==> src/rtl/warp_fetcher_if.sv <==
// Fetch-request, program-memory read and instruction-return signals of the warp fetcher.
// master: scheduler/memory side that drives requests and read data; slave: the fetcher itself.
interface warp_fetcher_if #(
  parameter int ADDR_BITS    = 8,
  parameter int DATA_BITS    = 16,
  parameter int WARP_ID_BITS = 1
);
  logic                    fetch_req;
  logic [WARP_ID_BITS-1:0] fetch_warp_id;
  logic [ADDR_BITS-1:0]    fetch_pc;
  logic                    icache_flush;
  logic                    mem_read_valid;
  logic [ADDR_BITS-1:0]    mem_read_address;
  logic                    mem_read_ready;
  logic [DATA_BITS-1:0]    mem_read_data;
  logic                    instruction_ready;
  logic [DATA_BITS-1:0]    instruction;
  logic [WARP_ID_BITS-1:0] instruction_warp_id;
  logic [1:0]              fetcher_state;
  logic [15:0]             fetch_miss_count;

  modport master (
    output fetch_req, fetch_warp_id, fetch_pc, icache_flush, mem_read_ready, mem_read_data,
    input  mem_read_valid, mem_read_address, instruction_ready, instruction,
           instruction_warp_id, fetcher_state, fetch_miss_count
  );

  modport slave (
    input  fetch_req, fetch_warp_id, fetch_pc, icache_flush, mem_read_ready, mem_read_data,
    output mem_read_valid, mem_read_address, instruction_ready, instruction,
           instruction_warp_id, fetcher_state, fetch_miss_count
  );
endinterface

==> src/rtl/warp_fetcher.sv <==
// Instruction fetch: returns the word at a warp's PC in 2 cycles on a cache hit or 1 cycle after mem_read_ready;
// mem_read_valid/address hold until ready. Optional shared direct-mapped icache under `WARP_FETCHER_ICACHE_EN.
module warp_fetcher #(
  parameter int PROGRAM_MEM_ADDR_BITS = 8,
  parameter int PROGRAM_MEM_DATA_BITS = 16,
  parameter int MAX_WARPS_PER_CORE    = 2,
  parameter int WARP_ID_BITS          = $clog2(MAX_WARPS_PER_CORE),
  parameter int ICACHE_LINES          = 4
) (
  input  logic           clk,
  input  logic           reset,
  warp_fetcher_if.slave  bus
);

  typedef enum logic [1:0] {
    ST_IDLE     = 2'b00,
    ST_LOOKUP   = 2'b01,
    ST_FETCHING = 2'b10,
    ST_DONE     = 2'b11
  } state_t;

  state_t                           state_q, state_d;
  logic [PROGRAM_MEM_ADDR_BITS-1:0] pc_q, pc_d;
  logic [WARP_ID_BITS-1:0]          wid_q, wid_d;
  logic                             mem_vld_q, mem_vld_d;
  logic [PROGRAM_MEM_DATA_BITS-1:0] instr_q, instr_d;
  logic                             instr_rdy_q, instr_rdy_d;
  logic [15:0]                      miss_q, miss_d;

`ifdef WARP_FETCHER_ICACHE_EN
  localparam int IDX_BITS = $clog2(ICACHE_LINES);
  localparam int TAG_BITS = PROGRAM_MEM_ADDR_BITS - IDX_BITS;

  logic [ICACHE_LINES-1:0]          valid_q;
  logic [TAG_BITS-1:0]              tag_q  [ICACHE_LINES];
  logic [PROGRAM_MEM_DATA_BITS-1:0] data_q [ICACHE_LINES];
  logic [IDX_BITS-1:0]              idx;
  logic [TAG_BITS-1:0]              tag;
  logic                             hit;
  logic                             fill;

  assign idx  = pc_q[IDX_BITS-1:0];
  assign tag  = pc_q[PROGRAM_MEM_ADDR_BITS-1:IDX_BITS];
  assign hit  = valid_q[idx] && (tag_q[idx] == tag);
  assign fill = (state_q == ST_FETCHING) && bus.mem_read_ready;

  // Flush has priority over a same-cycle fill; the word is still delivered.
  always_ff @(posedge clk) begin
    if (reset || bus.icache_flush) begin
      valid_q <= '0;
    end else if (fill) begin
      valid_q[idx] <= 1'b1;
    end
  end

  always_ff @(posedge clk) begin
    if (fill) begin
      tag_q[idx]  <= tag;
      data_q[idx] <= bus.mem_read_data;
    end
  end
`else
  logic unused_flush;
  assign unused_flush = bus.icache_flush;
`endif

  always_comb begin
    state_d     = state_q;
    pc_d        = pc_q;
    wid_d       = wid_q;
    mem_vld_d   = mem_vld_q;
    instr_d     = instr_q;
    instr_rdy_d = 1'b0;
    miss_d      = miss_q;

    unique case (state_q)
      ST_IDLE: begin
        if (bus.fetch_req) begin
          pc_d  = bus.fetch_pc;
          wid_d = bus.fetch_warp_id;
`ifdef WARP_FETCHER_ICACHE_EN
          state_d = ST_LOOKUP;
`else
          mem_vld_d = 1'b1;
          state_d   = ST_FETCHING;
`endif
        end
      end
      ST_LOOKUP: begin
`ifdef WARP_FETCHER_ICACHE_EN
        if (hit) begin
          instr_d     = data_q[idx];
          instr_rdy_d = 1'b1;
          state_d     = ST_DONE;
        end else begin
          mem_vld_d = 1'b1;
          state_d   = ST_FETCHING;
        end
`else
        state_d = ST_IDLE;
`endif
      end
      ST_FETCHING: begin
        if (bus.mem_read_ready) begin
          instr_d     = bus.mem_read_data;
          instr_rdy_d = 1'b1;
          mem_vld_d   = 1'b0;
          state_d     = ST_DONE;
        end
      end
      ST_DONE: begin
        if (!bus.fetch_req) begin
          state_d = ST_IDLE;
        end
      end
      default: state_d = ST_IDLE;
    endcase

    // Count each rising edge of the memory request, saturating.
    if (mem_vld_d && !mem_vld_q && (miss_q != 16'hFFFF)) begin
      miss_d = miss_q + 16'd1;
    end
  end

  always_ff @(posedge clk) begin
    if (reset) begin
      state_q     <= ST_IDLE;
      pc_q        <= '0;
      wid_q       <= '0;
      mem_vld_q   <= 1'b0;
      instr_q     <= '0;
      instr_rdy_q <= 1'b0;
      miss_q      <= '0;
    end else begin
      state_q     <= state_d;
      pc_q        <= pc_d;
      wid_q       <= wid_d;
      mem_vld_q   <= mem_vld_d;
      instr_q     <= instr_d;
      instr_rdy_q <= instr_rdy_d;
      miss_q      <= miss_d;
    end
  end

  // The latched PC doubles as the read address; it only changes in IDLE.
  assign bus.mem_read_valid      = mem_vld_q;
  assign bus.mem_read_address    = pc_q;
  assign bus.instruction_ready   = instr_rdy_q;
  assign bus.instruction         = instr_q;
  assign bus.instruction_warp_id = wid_q;
  assign bus.fetcher_state       = state_q;
  assign bus.fetch_miss_count    = miss_q;

endmodule

==> src/flat_wrapper.sv <==
// flat-port wrapper written by rule: the top's interface ports become plain ports
module warp_fetcher_flat 
#(
  parameter int PROGRAM_MEM_ADDR_BITS = 8,
  parameter int PROGRAM_MEM_DATA_BITS = 16,
  parameter int MAX_WARPS_PER_CORE    = 2,
  parameter int WARP_ID_BITS          = $clog2(MAX_WARPS_PER_CORE),
  parameter int ICACHE_LINES          = 4
)
  (clk, reset, bus_fetch_req, bus_fetch_warp_id, bus_fetch_pc, bus_icache_flush, bus_mem_read_ready, bus_mem_read_data, bus_mem_read_valid, bus_mem_read_address, bus_instruction_ready, bus_instruction, bus_instruction_warp_id, bus_fetcher_state, bus_fetch_miss_count);
  warp_fetcher_if #(.ADDR_BITS(8), .DATA_BITS(16), .WARP_ID_BITS(WARP_ID_BITS)) bus_i ();
  input  logic clk;
  input  logic reset;
  input wire logic [$bits(bus_i.fetch_req)-1:0] bus_fetch_req;
  input wire logic [$bits(bus_i.fetch_warp_id)-1:0] bus_fetch_warp_id;
  input wire logic [$bits(bus_i.fetch_pc)-1:0] bus_fetch_pc;
  input wire logic [$bits(bus_i.icache_flush)-1:0] bus_icache_flush;
  input wire logic [$bits(bus_i.mem_read_ready)-1:0] bus_mem_read_ready;
  input wire logic [$bits(bus_i.mem_read_data)-1:0] bus_mem_read_data;
  output wire logic [$bits(bus_i.mem_read_valid)-1:0] bus_mem_read_valid;
  output wire logic [$bits(bus_i.mem_read_address)-1:0] bus_mem_read_address;
  output wire logic [$bits(bus_i.instruction_ready)-1:0] bus_instruction_ready;
  output wire logic [$bits(bus_i.instruction)-1:0] bus_instruction;
  output wire logic [$bits(bus_i.instruction_warp_id)-1:0] bus_instruction_warp_id;
  output wire logic [$bits(bus_i.fetcher_state)-1:0] bus_fetcher_state;
  output wire logic [$bits(bus_i.fetch_miss_count)-1:0] bus_fetch_miss_count;
  assign bus_i.fetch_req = bus_fetch_req;
  assign bus_i.fetch_warp_id = bus_fetch_warp_id;
  assign bus_i.fetch_pc = bus_fetch_pc;
  assign bus_i.icache_flush = bus_icache_flush;
  assign bus_i.mem_read_ready = bus_mem_read_ready;
  assign bus_i.mem_read_data = bus_mem_read_data;
  assign bus_mem_read_valid = bus_i.mem_read_valid;
  assign bus_mem_read_address = bus_i.mem_read_address;
  assign bus_instruction_ready = bus_i.instruction_ready;
  assign bus_instruction = bus_i.instruction;
  assign bus_instruction_warp_id = bus_i.instruction_warp_id;
  assign bus_fetcher_state = bus_i.fetcher_state;
  assign bus_fetch_miss_count = bus_i.fetch_miss_count;
  warp_fetcher #(.PROGRAM_MEM_ADDR_BITS(PROGRAM_MEM_ADDR_BITS), .PROGRAM_MEM_DATA_BITS(PROGRAM_MEM_DATA_BITS), .MAX_WARPS_PER_CORE(MAX_WARPS_PER_CORE), .WARP_ID_BITS(WARP_ID_BITS), .ICACHE_LINES(ICACHE_LINES)) u_core (.clk(clk), .reset(reset), .bus(bus_i));
endmodule
==> config.mk <==
export PLATFORM = sky130hd
export DESIGN_NAME = warp_fetcher_flat
export DESIGN_NICKNAME = d
export VERILOG_FILES = /design/src/rtl/warp_fetcher_if.sv /design/src/rtl/warp_fetcher.sv /design/src/flat_wrapper.sv
export SDC_FILE = /design/constraint.sdc
export NUM_CORES = 1
export LEC_CHECK = 0
export CORE_MARGIN = 4
export CORE_UTILIZATION = 45
export DETAILED_ROUTE_END_ITERATION = 7
export PLACE_DENSITY = 0.84
export SETUP_SLACK_MARGIN = 0.2
export SLEW_MARGIN = 10
export SYNTH_ARGS = -nofsm -noshare
export SYNTH_HDL_FRONTEND = slang
export SYNTH_SLANG_ARGS = --single-unit
==> constraint.sdc <==
create_clock -name clk -period 4.67 [get_ports clk]
set_input_delay 0.467 -clock clk [delete_from_list [all_inputs] [get_ports clk]]
set_output_delay 0.467 -clock clk [all_outputs]
set_load 0.02 [all_outputs]
==> out/qor.yml <==
cts-hold-fix-buffers: 0
drt_iter0_markers: 122
hp-start: "u_core.bus.instruction[12]$_SDFFE_PP0P_"
routed.top_layer: "met4"
r2r-end: "u_core.bus.fetch_miss_count[15]$_SDFFE_PP0P_"
postCtsSetupBuffers: 0
numCtsBuffers: 5
p_sw_frac: 0.230
p_switching_w: 0.000189
pwr-share-seq: 0.495
fmax_mhz: 418
ys_sh_adder: 0.00693
grt.busiest_layer: "met2"
ant_nets: 0
crit_fanout: 12
flops: 45
seq-cell-share: 0.337
yosys.stat.seqShare: 0.499
chipArea_um2: 5090
die_w_um: 71.3
avgSynthCellArea_um2: 8.52
drc: 0
grt_pass1_wl_mm: 7.16
yosysTopAreaCell: "dfxtp_1"
taps: 48
cp_cell_sequence: "clkdlybuf4s50_1 -> or4b_4 -> nor3_1 -> nor4b_1 -> mux2_2"
cts-root-buf: "clkbuf_8"
status: "finished, final reports clean"
layoutNonFillerInstCount: 332
wl_met1_mm: 2.00
grt_max_degree: 26
ys_cells: 212
ff_type: "dfxtp_1"
synthXorXnorAreaFrac: 0.0534
final_area_um2: 2680
hold_end: "u_core.bus.instruction[12]$_SDFFE_PP0P_"
mi_logic_area_um2: 852
cts.htree.levels: 2
fp-utilization: 0.479
logic_family: "simple AND/OR/NAND/NOR gates"
cts_resized: 0
inverters: 2
grt-ovfl-total: 0
end_kind: "flop"
synth-simple-area-share: 0.279
grt_pass1_vias: 1591
clkCellAreaFrac: 0.0435
ys_top_cells_by_count: "dfxtp_1 (45), nand2_1 (43), nor2_1 (30)"
place_inst: 324
clk_latency_ns: 0.29
slowest_stage: "or4b_4"
crit_path_max_incr_delay_ns: 0.58
cts_tree: "yes"
warning_count: 27
cp_data_required_time_ns: 4.86
-- cells in the final DEF (no fill, tap or decap) --
cell type and instances:
clkdlybuf4s50_1 73, dfxtp_1 45, nand2_1 43, nor2_1 30
a21oi_1 22, xnor2_1 11, mux2i_1 9, nor3_1 6
clkbuf_8 6, nand4_1 4, nand3_1 4, and3_1 3
nor4_1 3, o21ai_0 3, inv_1 2, nor2b_1 2
nor3b_1 2, and2_1 2, or4b_4 1, or3_4 1
nor4b_2 1, nor4_2 1, a31oi_1 1, o21a_1 1
or3_1 1, and4_1 1, nor4b_1 1, mux2_2 1
ha_1 1, bufinv_16 1, clkbuf_1 1, buf_4 1
-- worst max-delay path: cells and delay by family --
family | cells | cell delay (ns)
muxes | 1 | 0.37
buffers and inverters | 1 | 0.52
and+or+nand+nor | 3 | 1.23
**Wiring heat map**

(4 px per µm) The die is cut into 14 by 14 equal tiles; dark purple is low, yellow is high, scaled to the fullest tile. Values are wire area over tile area, all layers added.
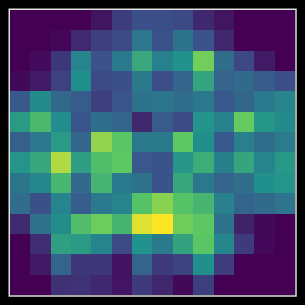
14% of the tiles are nearly empty. The fullest tile reaches 0.43. The emptiest ninth of the die: north-west. 21% of the tiles are over half the peak.

**Close-up of the layout**

Window x 21 to 51, y 21 to 51 µm. Cells in grey, sequential cells in the stronger grey; small squares are vias.
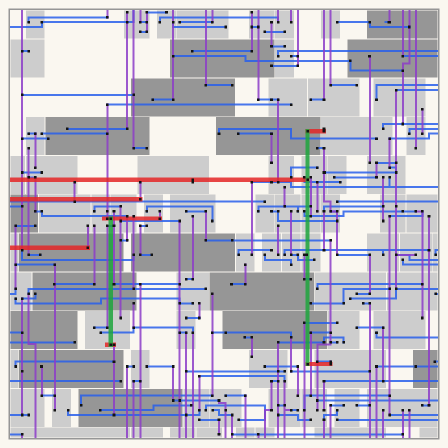
Key: green = met4; red = met3; blue = met1; purple = met2
69 logic cells have their middle in the window. Most frequent: dfxtp_1 (14), nor2_1 (9), nand2_1 (8). Sequential cells in the window: 14. Netlist names of flops here include u_core.bus.fetch_miss_count (6), u_core.bus.instruction (4), u_core.bus.fetcher_state (2).

**Gate-type map**

(4 px per µm)
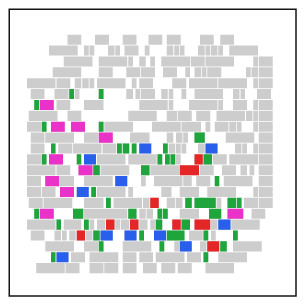
Key: magenta = multiplexers [cells 10, where west]; green = NOR gates [cells 46]; blue = XOR/XNOR gates [cells 11]; red = AND and OR gates [cells 9]

Power figures rest on the tool's default switching activity, not on a simulated workload.
